## src/rtl/rep_pol_pkg.sv

```systemverilog
// Shared types, defaults and width helper for the timestamp-LRU replacement policy.
package rep_pol_pkg;

  localparam int DEF_WAYS = 4;
  localparam int DEF_SETS = 16;
  localparam int DEF_TS_W = 8;

  typedef enum logic [1:0] {
    IDLE,
    SCAN,
    DONE
  } state_t;

  // Index width that never collapses to zero bits for a single-entry dimension.
  function automatic int idx_w(input int n);
    return (n > 1) ? $clog2(n) : 1;
  endfunction

endpackage

```

## src/rtl/rep_pol_ts_ram.sv

```systemverilog
// Timestamp array: one write port, one combinational read port, and a
// synchronous whole-array clear used when the global counter wraps.
module rep_pol_ts_ram
  import rep_pol_pkg::*;
#(
  parameter  int WAYS  = DEF_WAYS,
  parameter  int SETS  = DEF_SETS,
  parameter  int TS_W  = DEF_TS_W,
  localparam int SET_W = idx_w(SETS),
  localparam int WAY_W = idx_w(WAYS)
) (
  input  logic             clk,
  input  logic             rst_n,
  input  logic             we,
  input  logic             clr,
  input  logic [SET_W-1:0] wr_set,
  input  logic [WAY_W-1:0] wr_way,
  input  logic [TS_W-1:0]  wr_data,
  input  logic [SET_W-1:0] rd_set,
  input  logic [WAY_W-1:0] rd_way,
  output logic [TS_W-1:0]  rd_data
);

  logic [TS_W-1:0] mem [SETS][WAYS];

  always_ff @(posedge clk or negedge rst_n) begin
    if (!rst_n) begin
      // NOTE: this array is built from flops and must read as all-zero after
      // reset, so it is reset explicitly; a RAM macro could not do this.
      for (int s = 0; s < SETS; s++) begin
        for (int w = 0; w < WAYS; w++) begin
          mem[s][w] <= '0;
        end
      end
    end else begin
      if (clr) begin
        for (int s = 0; s < SETS; s++) begin
          for (int w = 0; w < WAYS; w++) begin
            mem[s][w] <= '0;
          end
        end
      end
      // Placed after the clear so a wrap access still lands its own stamp.
      if (we) begin
        mem[wr_set][wr_way] <= wr_data;
      end
    end
  end

  assign rd_data = mem[rd_set][rd_way];

endmodule

```

## src/rtl/rep_pol_lru.sv

```systemverilog
// Sequential timestamp-LRU victim selector with access and victim-query handshakes.
// Optional invalid-way-first selection is enabled by defining REP_POL_INVALID_FIRST_EN.
module rep_pol_lru
  import rep_pol_pkg::*;
#(
  parameter  int WAYS  = DEF_WAYS,
  parameter  int SETS  = DEF_SETS,
  parameter  int TS_W  = DEF_TS_W,
  localparam int SET_W = idx_w(SETS),
  localparam int WAY_W = idx_w(WAYS)
) (
  input  logic             clk,
  input  logic             rst_n,
  input  logic             acc_valid,
  output logic             acc_ready,
  input  logic [SET_W-1:0] acc_set,
  input  logic [WAY_W-1:0] acc_way,
  input  logic             vic_req,
  output logic             vic_ready,
  input  logic [SET_W-1:0] vic_set,
  output logic             vic_valid,
  output logic [WAY_W-1:0] vic_way
);

  localparam logic [WAY_W-1:0] LAST_WAY = WAY_W'(WAYS - 1);

  state_t           state;
  logic [SET_W-1:0] scan_set;
  logic [WAY_W-1:0] idx;
  logic [WAY_W-1:0] min_way;
  logic [TS_W-1:0]  min_ts;
  logic [TS_W-1:0]  now;
  logic [TS_W-1:0]  rd_ts;
  logic             now_max;
  logic             acc_fire;
  logic             wrap;
  logic             better;

  assign now_max = (now == '1);
  // Hold off accesses that would disturb the set under scan, including a wrap
  // that would clear it.
  assign acc_ready = !((state == SCAN) && ((acc_set == scan_set) || now_max));
  assign vic_ready = (state == IDLE);
  assign acc_fire  = acc_valid && acc_ready;
  assign wrap      = acc_fire && now_max;

  rep_pol_ts_ram #(
    .WAYS (WAYS),
    .SETS (SETS),
    .TS_W (TS_W)
  ) u_ts_ram (
    .clk     (clk),
    .rst_n   (rst_n),
    .we      (acc_fire),
    .clr     (wrap),
    .wr_set  (acc_set),
    .wr_way  (acc_way),
    .wr_data (wrap ? TS_W'(1) : now),
    .rd_set  (scan_set),
    .rd_way  (idx),
    .rd_data (rd_ts)
  );

  always_ff @(posedge clk or negedge rst_n) begin
    if (!rst_n) begin
      now <= TS_W'(1);
    end else if (acc_fire) begin
      now <= now_max ? TS_W'(2) : now + TS_W'(1);
    end
  end

`ifdef REP_POL_INVALID_FIRST_EN
  logic [WAYS-1:0] valid [SETS];
  logic            rd_inv;
  logic            min_inv;

  always_ff @(posedge clk or negedge rst_n) begin
    if (!rst_n) begin
      for (int s = 0; s < SETS; s++) begin
        valid[s] <= '0;
      end
    end else if (acc_fire) begin
      valid[acc_set][acc_way] <= 1'b1;
    end
  end

  assign rd_inv = !valid[scan_set][idx];
  // Any invalid way beats every valid way; the first invalid way found is kept.
  assign better = rd_inv ? !min_inv : (!min_inv && (rd_ts < min_ts));
`else
  // Strict compare keeps the lowest index among equal timestamps.
  assign better = (rd_ts < min_ts);
`endif

  always_ff @(posedge clk or negedge rst_n) begin
    if (!rst_n) begin
      state     <= IDLE;
      scan_set  <= '0;
      idx       <= '0;
      min_ts    <= '1;
      min_way   <= '0;
      vic_valid <= 1'b0;
      vic_way   <= '0;
`ifdef REP_POL_INVALID_FIRST_EN
      min_inv   <= 1'b0;
`endif
    end else begin
      // NOTE: every register here uses non-blocking assignment so the
      // compare below sees this cycle's min values, not ones updated mid-block.
      case (state)
        IDLE: begin
          if (vic_req) begin
            scan_set <= vic_set;
            idx      <= '0;
            min_ts   <= '1;
            min_way  <= '0;
`ifdef REP_POL_INVALID_FIRST_EN
            min_inv  <= 1'b0;
`endif
            state    <= SCAN;
          end
        end
        SCAN: begin
          if (better) begin
            min_ts  <= rd_ts;
            min_way <= idx;
`ifdef REP_POL_INVALID_FIRST_EN
            min_inv <= rd_inv;
`endif
          end
          if (idx == LAST_WAY) begin
            // Fold in the final compare so the result is ready in DONE.
            vic_way   <= better ? idx : min_way;
            vic_valid <= 1'b1;
            state     <= DONE;
          end else begin
            idx <= idx + WAY_W'(1);
          end
        end
        DONE: begin
          vic_valid <= 1'b0;
          state     <= IDLE;
        end
        default: begin
          vic_valid <= 1'b0;
          state     <= IDLE;
        end
      endcase
    end
  end

endmodule

```

## config.mk

```make
export PLATFORM = sky130hd
export DESIGN_NAME = rep_pol_lru
export DESIGN_NICKNAME = d
export VERILOG_FILES = /design/src/rtl/rep_pol_pkg.sv /design/src/rtl/rep_pol_ts_ram.sv /design/src/rtl/rep_pol_lru.sv
export SDC_FILE = /design/constraint.sdc
export NUM_CORES = 1
export LEC_CHECK = 0
export ABC_AREA = 1
export CORE_UTILIZATION = 35
export DETAILED_ROUTE_END_ITERATION = 8
export GPL_TIMING_DRIVEN = 0
export PLACE_DENSITY = 0.6
export SYNTH_ARGS = -nofsm -noshare
export SYNTH_HDL_FRONTEND = slang
export SYNTH_HIERARCHICAL = 1
export SYNTH_SLANG_ARGS = --single-unit
```

## constraint.sdc

```tcl
create_clock -name clk -period 4.3 [get_ports clk]
set_clock_uncertainty 0.1 [all_clocks]
set_input_delay 0.43 -clock clk [delete_from_list [all_inputs] [get_ports clk]]
set_output_delay 0.43 -clock clk [all_outputs]
set_load 0.02 [all_outputs]
```

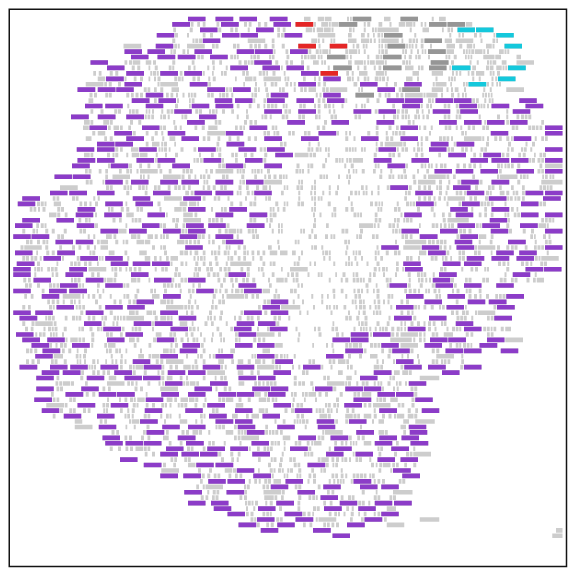
Fig. 1. Register map, names as in the netlist.
(2 px per um) Other sequential cells in the stronger grey, the rest of the logic in the fainter grey.
u_ts_ram/mem: in purple, placed flops 512, where widely spread. now: in cyan, placed flops 8, where north-east. scan_set: in red, placed flops 4, where north.
Another 17 sequential cells are not coloured.

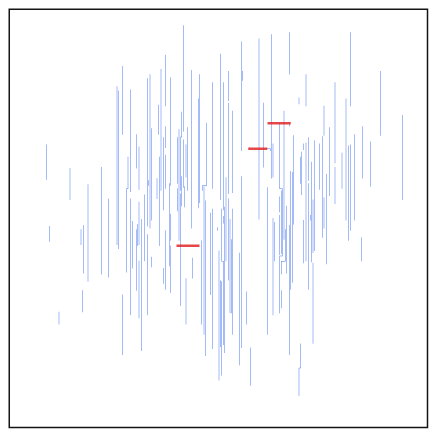
Fig. 2. Routed metal, one colour a layer.
(1.5 px per um) Two of the layers only.
M4: in blue, wire length 7180 um. M5: in red, wire length 38.6 um.
Tot GR Track Use: 29.8%
Vias: 25530
total wire length: 116 mm
wire length per cell: 26.8 um

==> qor.csv <==
metric,value,unit
n_fill_cell,7712,
ios,19,
ys_seq_elements,541,
h-tree-depth,2,
grt_max_degree,120,
die_x,278,um
yosysMostFrequentCell,nand3_1,
crit_family,simple AND/OR/NAND/NOR gates,
min_path_cells,3,
post-route-util,40.4,%
numCtsBuffers,61,
power_leader,combinational cells,
ys_sh_aoi,10.5,%
grt_busiest_layer,met2,
first_pass_iters,8,
slew_headroom,18.2,%
ys.flop_type,dfrtp_1,
clock_latency,0.65,ns
r2r_start,scan_set[1],
p_clk_share,26.0,%
min_from,acc_valid,
synth_nets,3265,
status,finished clean,
pwr_density_cell,679,mW/mm^2
period_used_share,94.9,%
p_switching,9.45,mW
cts-root-buf,clkbuf_16,
regMostFlops,u_ts_ram/mem,
drv_cap,0,
worst_setup_path_end_kind,flip-flop,
largest_reg_flops,512,
warnings,32,
synth_top_cell_by_area,dfrtp_1,
dieArea,0.0772,mm^2
grtUsageMet3,7.92,%
hold_end,now[0],
comb_power,8.58,mW
timing.fmax,0.245,GHz
fp_util,35.6,%
nets,3351,
final_area,0.0303,mm^2
timing.final.ws_setup,0.217,ns
areaGrowthSynthToFinish,13.6,%
rsz0062_at_grt,no,
syn_inst,3242,
grtUsageMet2,43.9,%
worst_pin_slew,1.23,ns
place_inst,4233,
reg2regPathDepth,17,
finalWeightedCongestion,1.03,
use_met1,40.1,%
cts_tree,done,
final_cells,4347,
drive_gt1_share,10.6,%
path_max_fanout,10,
ys_sh_simple,31.7,%
ys_cells,3242,
p_int,11.1,mW
ctsLongestPathBuffers,3,
cts.sinks,541,
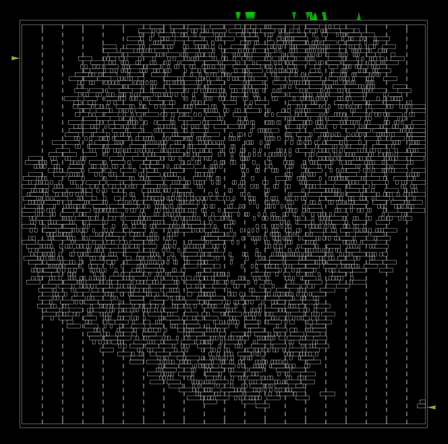
Fig. 3. Placed standard cells.
Tap Cells: 969
Placeable Area: 0.0748 mm^2

==> repair_timing <==
item,in CTS,in global routing
setup endpoints to repair,8,8
hold buffers,1,0
endpoints found under the hold margin,52,0
gates resized,10,70
==> worst register-to-register path, delay by kind of cell (launching register included) <==
| family | cells | cell delay, ns |
|---|---|---|
| DFF | 1 | 0.51 |
| buffers and inverters | 3 | 1.07 |
| and+or+nand+nor | 11 | 1.69 |
| adders and majority gates | 1 | 0.32 |
| AOI/OAI and AO/OA | 2 | 0.35 |
==> layout by cell type, fill, tap and decap left out, types with 36 or more instances in the layout <==
cell       Yosys  routed
clkbuf_1     145     133
buf_6         36      36
clkbuf_2       0      36
buf_2         58      58
nand3_1      967     967
o21ai_2       48      48
inv_1         41      41
dfrtp_1      532     532
o21ai_1      153     153
o21ai_0      313     313
clkbuf_16      0      63
nand2_1      776     775
==> layer usage <==
layer / share of wire, % / up-vias
met5: 0.033 / -
met4: 6.2 / 6
met3: 11 / 315
met2: 42 / 1398
met1: 41 / 12582
li1: - / 11229
==> worst max path at each step <==
stage	from	end	depth (start not counted)
5_1_grt	scan_set[0]	min_ts[0]	18
6_report	scan_set[1]	min_ts[4]	17
3_5_place_dp	scan_set[1]	min_ts[7]	17
2_1_floorplan	now[0]	u_ts_ram/mem[351]	17
4_1_cts	scan_set[1]	min_ts[4]	16
3_3_place_gp	rst_n	u_ts_ram/mem[238]	1
==> area by class of cell <==
cell class	count	area [um^2]	area share, %
tap	969	1210	4.01
inverter	55	206	0.682
sequential	541	13500	44.8
timing repair buffer	23	323	1.07
buffer	283	1500	4.96
clock buffer	87	1740	5.74
clock inverter	26	303	1.00
multi-input combinational	2363	11400	37.8
